**src/rtl/serial_subtractor_pkg.sv**
```systemverilog
// Shared definitions for the bit-serial subtractor: FSM state encoding and
// the width helper used to size the bit counter.
package serial_subtractor_pkg;

    typedef enum logic [1:0] {
        ST_IDLE = 2'd0,
        ST_RUN  = 2'd1,
        ST_DONE = 2'd2
    } state_t;

    // Ceiling log2, floored at 1 so a counter is never zero bits wide.
    function automatic int clog2(input int value);
        int r;
        r = 0;
        for (int v = value - 1; v > 0; v = v >> 1) begin
            r++;
        end
        return (r < 1) ? 1 : r;
    endfunction

endpackage

```
**src/rtl/serial_subtractor_full_subtractor.sv**
```systemverilog
// One-bit full subtractor cell: diff = ain - bin - bin_b, with borrow out.
module full_subtractor (
    input  logic ain,
    input  logic bin,
    input  logic bin_b,
    output logic diff,
    output logic bout
);

    assign diff = ain ^ bin ^ bin_b;
    assign bout = (~ain & bin) | (~ain & bin_b) | (bin & bin_b);

endmodule

```
**src/rtl/serial_subtractor.sv**
```systemverilog
// Bit-serial LSB-first subtractor: one full-subtractor cell reused over WIDTH
// cycles, sequenced by a start/busy/done handshake.
module serial_subtractor
    import serial_subtractor_pkg::*;
#(
    parameter int WIDTH = 8
) (
    input  logic             clk,
    input  logic             rst_n,
    input  logic             start,
    input  logic [WIDTH-1:0] ain,
    input  logic [WIDTH-1:0] bin,
    output logic             busy,
    output logic             done,
    output logic [WIDTH-1:0] diff,
    output logic             bout,
    output logic             ovf
);

    localparam int CNT_W = clog2(WIDTH);

    state_t             state_reg, state_next;
    logic [WIDTH-1:0]   a_reg, a_next;
    logic [WIDTH-1:0]   b_reg, b_next;
    logic [WIDTH-1:0]   res_reg, res_next;
    logic [CNT_W-1:0]   cnt_reg, cnt_next;
    logic               br_reg, br_next;
    logic               busy_reg, busy_next;
    logic               done_reg, done_next;
    logic [WIDTH-1:0]   diff_reg, diff_next;
    logic               bout_reg, bout_next;
    logic               ovf_reg, ovf_next;
    logic               cell_d, cell_bout;
    logic               last_bit;

    full_subtractor u_cell (
        .ain   (a_reg[0]),
        .bin   (b_reg[0]),
        .bin_b (br_reg),
        .diff  (cell_d),
        .bout  (cell_bout)
    );

    assign last_bit = (cnt_reg == CNT_W'(WIDTH - 1));

    always_comb begin
        state_next = state_reg;
        a_next     = a_reg;
        b_next     = b_reg;
        res_next   = res_reg;
        cnt_next   = cnt_reg;
        br_next    = br_reg;
        busy_next  = 1'b0;
        done_next  = 1'b0;
        diff_next  = diff_reg;
        bout_next  = bout_reg;
        ovf_next   = ovf_reg;

        case (state_reg)
            ST_IDLE: begin
                if (start) begin
                    state_next = ST_RUN;
                    a_next     = ain;
                    b_next     = bin;
                    res_next   = '0;
                    cnt_next   = '0;
                    br_next    = 1'b0;
                    busy_next  = 1'b1;
                end
            end
            ST_RUN: begin
                busy_next = 1'b1;
                a_next    = {1'b0, a_reg[WIDTH-1:1]};
                b_next    = {1'b0, b_reg[WIDTH-1:1]};
                res_next  = {cell_d, res_reg[WIDTH-1:1]};
                br_next   = cell_bout;
                cnt_next  = cnt_reg + CNT_W'(1);
                if (last_bit) begin
                    // Counter is held here so it never wraps; br_reg is the borrow into the MSB.
                    state_next = ST_DONE;
                    cnt_next   = cnt_reg;
                    busy_next  = 1'b0;
                    done_next  = 1'b1;
                    diff_next  = {cell_d, res_reg[WIDTH-1:1]};
                    bout_next  = cell_bout;
                    ovf_next   = br_reg ^ cell_bout;
                end
            end
            ST_DONE: begin
                state_next = ST_IDLE;
            end
            default: begin
                state_next = ST_IDLE;
            end
        endcase
    end

    always_ff @(posedge clk or negedge rst_n) begin
        if (!rst_n) begin
            state_reg <= ST_IDLE;
            a_reg     <= '0;
            b_reg     <= '0;
            res_reg   <= '0;
            cnt_reg   <= '0;
            br_reg    <= 1'b0;
            busy_reg  <= 1'b0;
            done_reg  <= 1'b0;
            diff_reg  <= '0;
            bout_reg  <= 1'b0;
            ovf_reg   <= 1'b0;
        end else begin
            state_reg <= state_next;
            a_reg     <= a_next;
            b_reg     <= b_next;
            res_reg   <= res_next;
            cnt_reg   <= cnt_next;
            br_reg    <= br_next;
            busy_reg  <= busy_next;
            done_reg  <= done_next;
            diff_reg  <= diff_next;
            bout_reg  <= bout_next;
            ovf_reg   <= ovf_next;
        end
    end

    assign busy = busy_reg;
    assign done = done_reg;
    assign diff = diff_reg;
    assign bout = bout_reg;
    assign ovf  = ovf_reg;

endmodule
```
**config.mk**
```make
export PLATFORM = sky130hd
export DESIGN_NAME = serial_subtractor
export DESIGN_NICKNAME = d
export VERILOG_FILES = /design/src/rtl/serial_subtractor_pkg.sv /design/src/rtl/serial_subtractor_full_subtractor.sv /design/src/rtl/serial_subtractor.sv
export SDC_FILE = /design/constraint.sdc
export NUM_CORES = 1
export LEC_CHECK = 0
export CORE_MARGIN = 2
export CORE_UTILIZATION = 25
export CTS_CLUSTER_SIZE = 40
export DETAILED_ROUTE_END_ITERATION = 8
export GPL_ROUTABILITY_DRIVEN = 1
export PLACE_DENSITY = 0.41
export SKIP_LAST_GASP = 1
export SYNTH_ARGS = -nofsm -noshare
export SYNTH_HDL_FRONTEND = slang
export SYNTH_HIERARCHICAL = 1
export SYNTH_SLANG_ARGS = --single-unit
```
**constraint.sdc**
```tcl
create_clock -name clk -period 2.1 [get_ports clk]
set_input_delay 0.315 -clock clk [delete_from_list [all_inputs] [get_ports clk]]
set_output_delay 0.315 -clock clk [all_outputs]
set_load 0.005 [all_outputs]
```
==> images/final_congestion.png <==
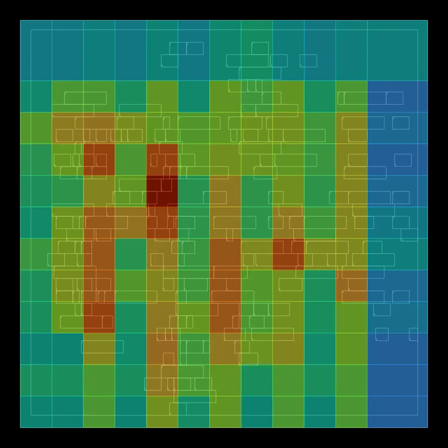
GR Util met2: 0.1690
WL/cell: 13.58 um
met3 track demand over resource in global routing: 0.03693

==> images/met3.png <==
Drawn at 6 px/um.
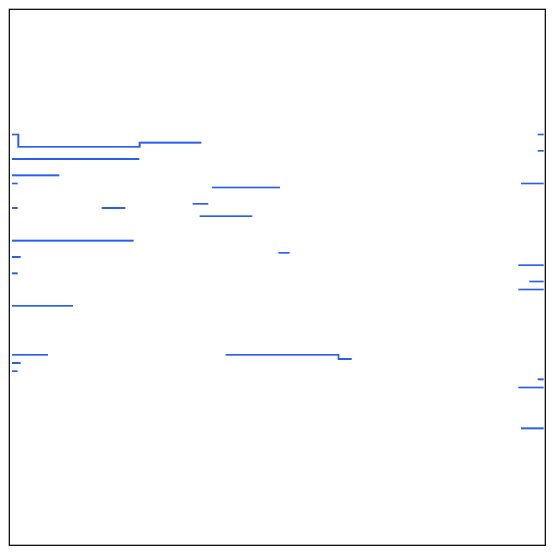
wire length on this layer: 175 um
share of all routed wire: 4.7%
Total Wirelength: 3.749 mm
number of vias after detailed routing: 1271

==> images/drive_strength.png <==
Drawn at 4 px/um.
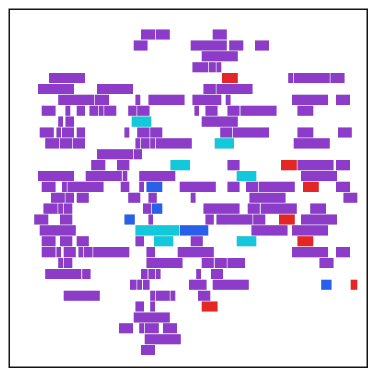
| size | colour | cells | share | most used |
|---|---|---|---|---|
| drive 1 or less | purple | 158 | 89% | dfrtp_1 |
| drive 6 and up | cyan | 7 | 4.0% | clkbuf_8 |
| drive 2 | red | 7 | 4.0% | mux2_2 |
| drive 3 to 4 | blue | 5 | 2.8% | buf_4 |
layout buffer count excluding clock buffers: 33
final instance area: 2273 um^2
final setup margin: 0.4974 ns
area growth from synthesis to final layout: 25.57%

==> images/cell_classes.png <==
Drawn at 4 px/um. Fill, decap, tap and diode cells in grey.
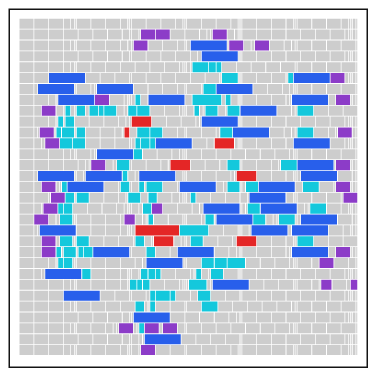
| class | colour | cells |
|---|---|---|
| other buffers and delay cells | purple | 33 |
| flip-flops | blue | 41 |
| clock drivers and dummy loads | red | 8 |
| all other logic | cyan | 95 |
Seq area share: 0.4513
placeable core region: 7137 um^2
final core utilization: 0.3185
Std-Cell Rows: 31

==> impl_metrics.json <==
{
  "status": "completed",
  "ff_type": "dfrtp_1",
  "enable_flop_cells": 0,
  "io_pins": 31,
  "worst_r2r_endpoint": "diff[3]",
  "tapcell.inserted": 99,
  "crit_path_frequent_cell": "ha_1",
  "final.min_clock_period_ns": 1.603,
  "route.antenna.remaining_nets": 0,
  "max_buffers_root_to_sink": 2,
  "openroad_warning_count": 26,
  "powerClk_mw": 0.657,
  "cts_made_buffers": 5,
  "post_synthesis_simple_gate_area_fraction": 0.07809,
  "endpoint_of_the_most_critical_setup_path": "diff[3]",
  "drv_cap": 0,
  "layout.cells.most_common": "dfrtp_1",
  "first_pass_iters": 4,
  "yosys-top-cells-area": "dfrtp_1, o32ai_1, a22o_1",
  "sequence_of_cells_on_the_critical_path": "ha_1, ha_1, nand3b_4, mux2_2",
  "power.share.clock": 0.204,
  "slew_margin_rel": 0.6314,
  "flops": 41,
  "avgSynthCellArea_um2": 12.23,
  "combPwrFrac": 0.358,
  "synthArstFlopShare": 1.000,
  "seq_power_share": 0.438,
  "synthTopCellsByCount": "dfrtp_1, nor2_1, o22ai_1, o32ai_1, a22o_1",
  "maxUsedRoutingLayer": "met4",
  "kind_of_critical_path": "flip-flop to flip-flop",
  "track_usage": 0.1050,
  "drive_gt1_frac": 0.1073,
  "seq-power_mw": 1.41,
  "logic_gates": 89,
  "area.combinational_um2": 666.9,
  "final_max_slew_viol_count": 0,
  "yosysTopAreaCellShare": 0.5667,
  "synthDominantAreaCellType": "dfrtp_1",
  "arrival_time_at_the_worst_endpoint_ns": 1.78,
  "worstHoldPathType": "input port to asynchronous set/reset pin",
  "holdWs_ns": 0.08681,
  "layout.cells.most_common_list": "dfrtp_1, clkdlybuf4s50_1, nor2_1"
}
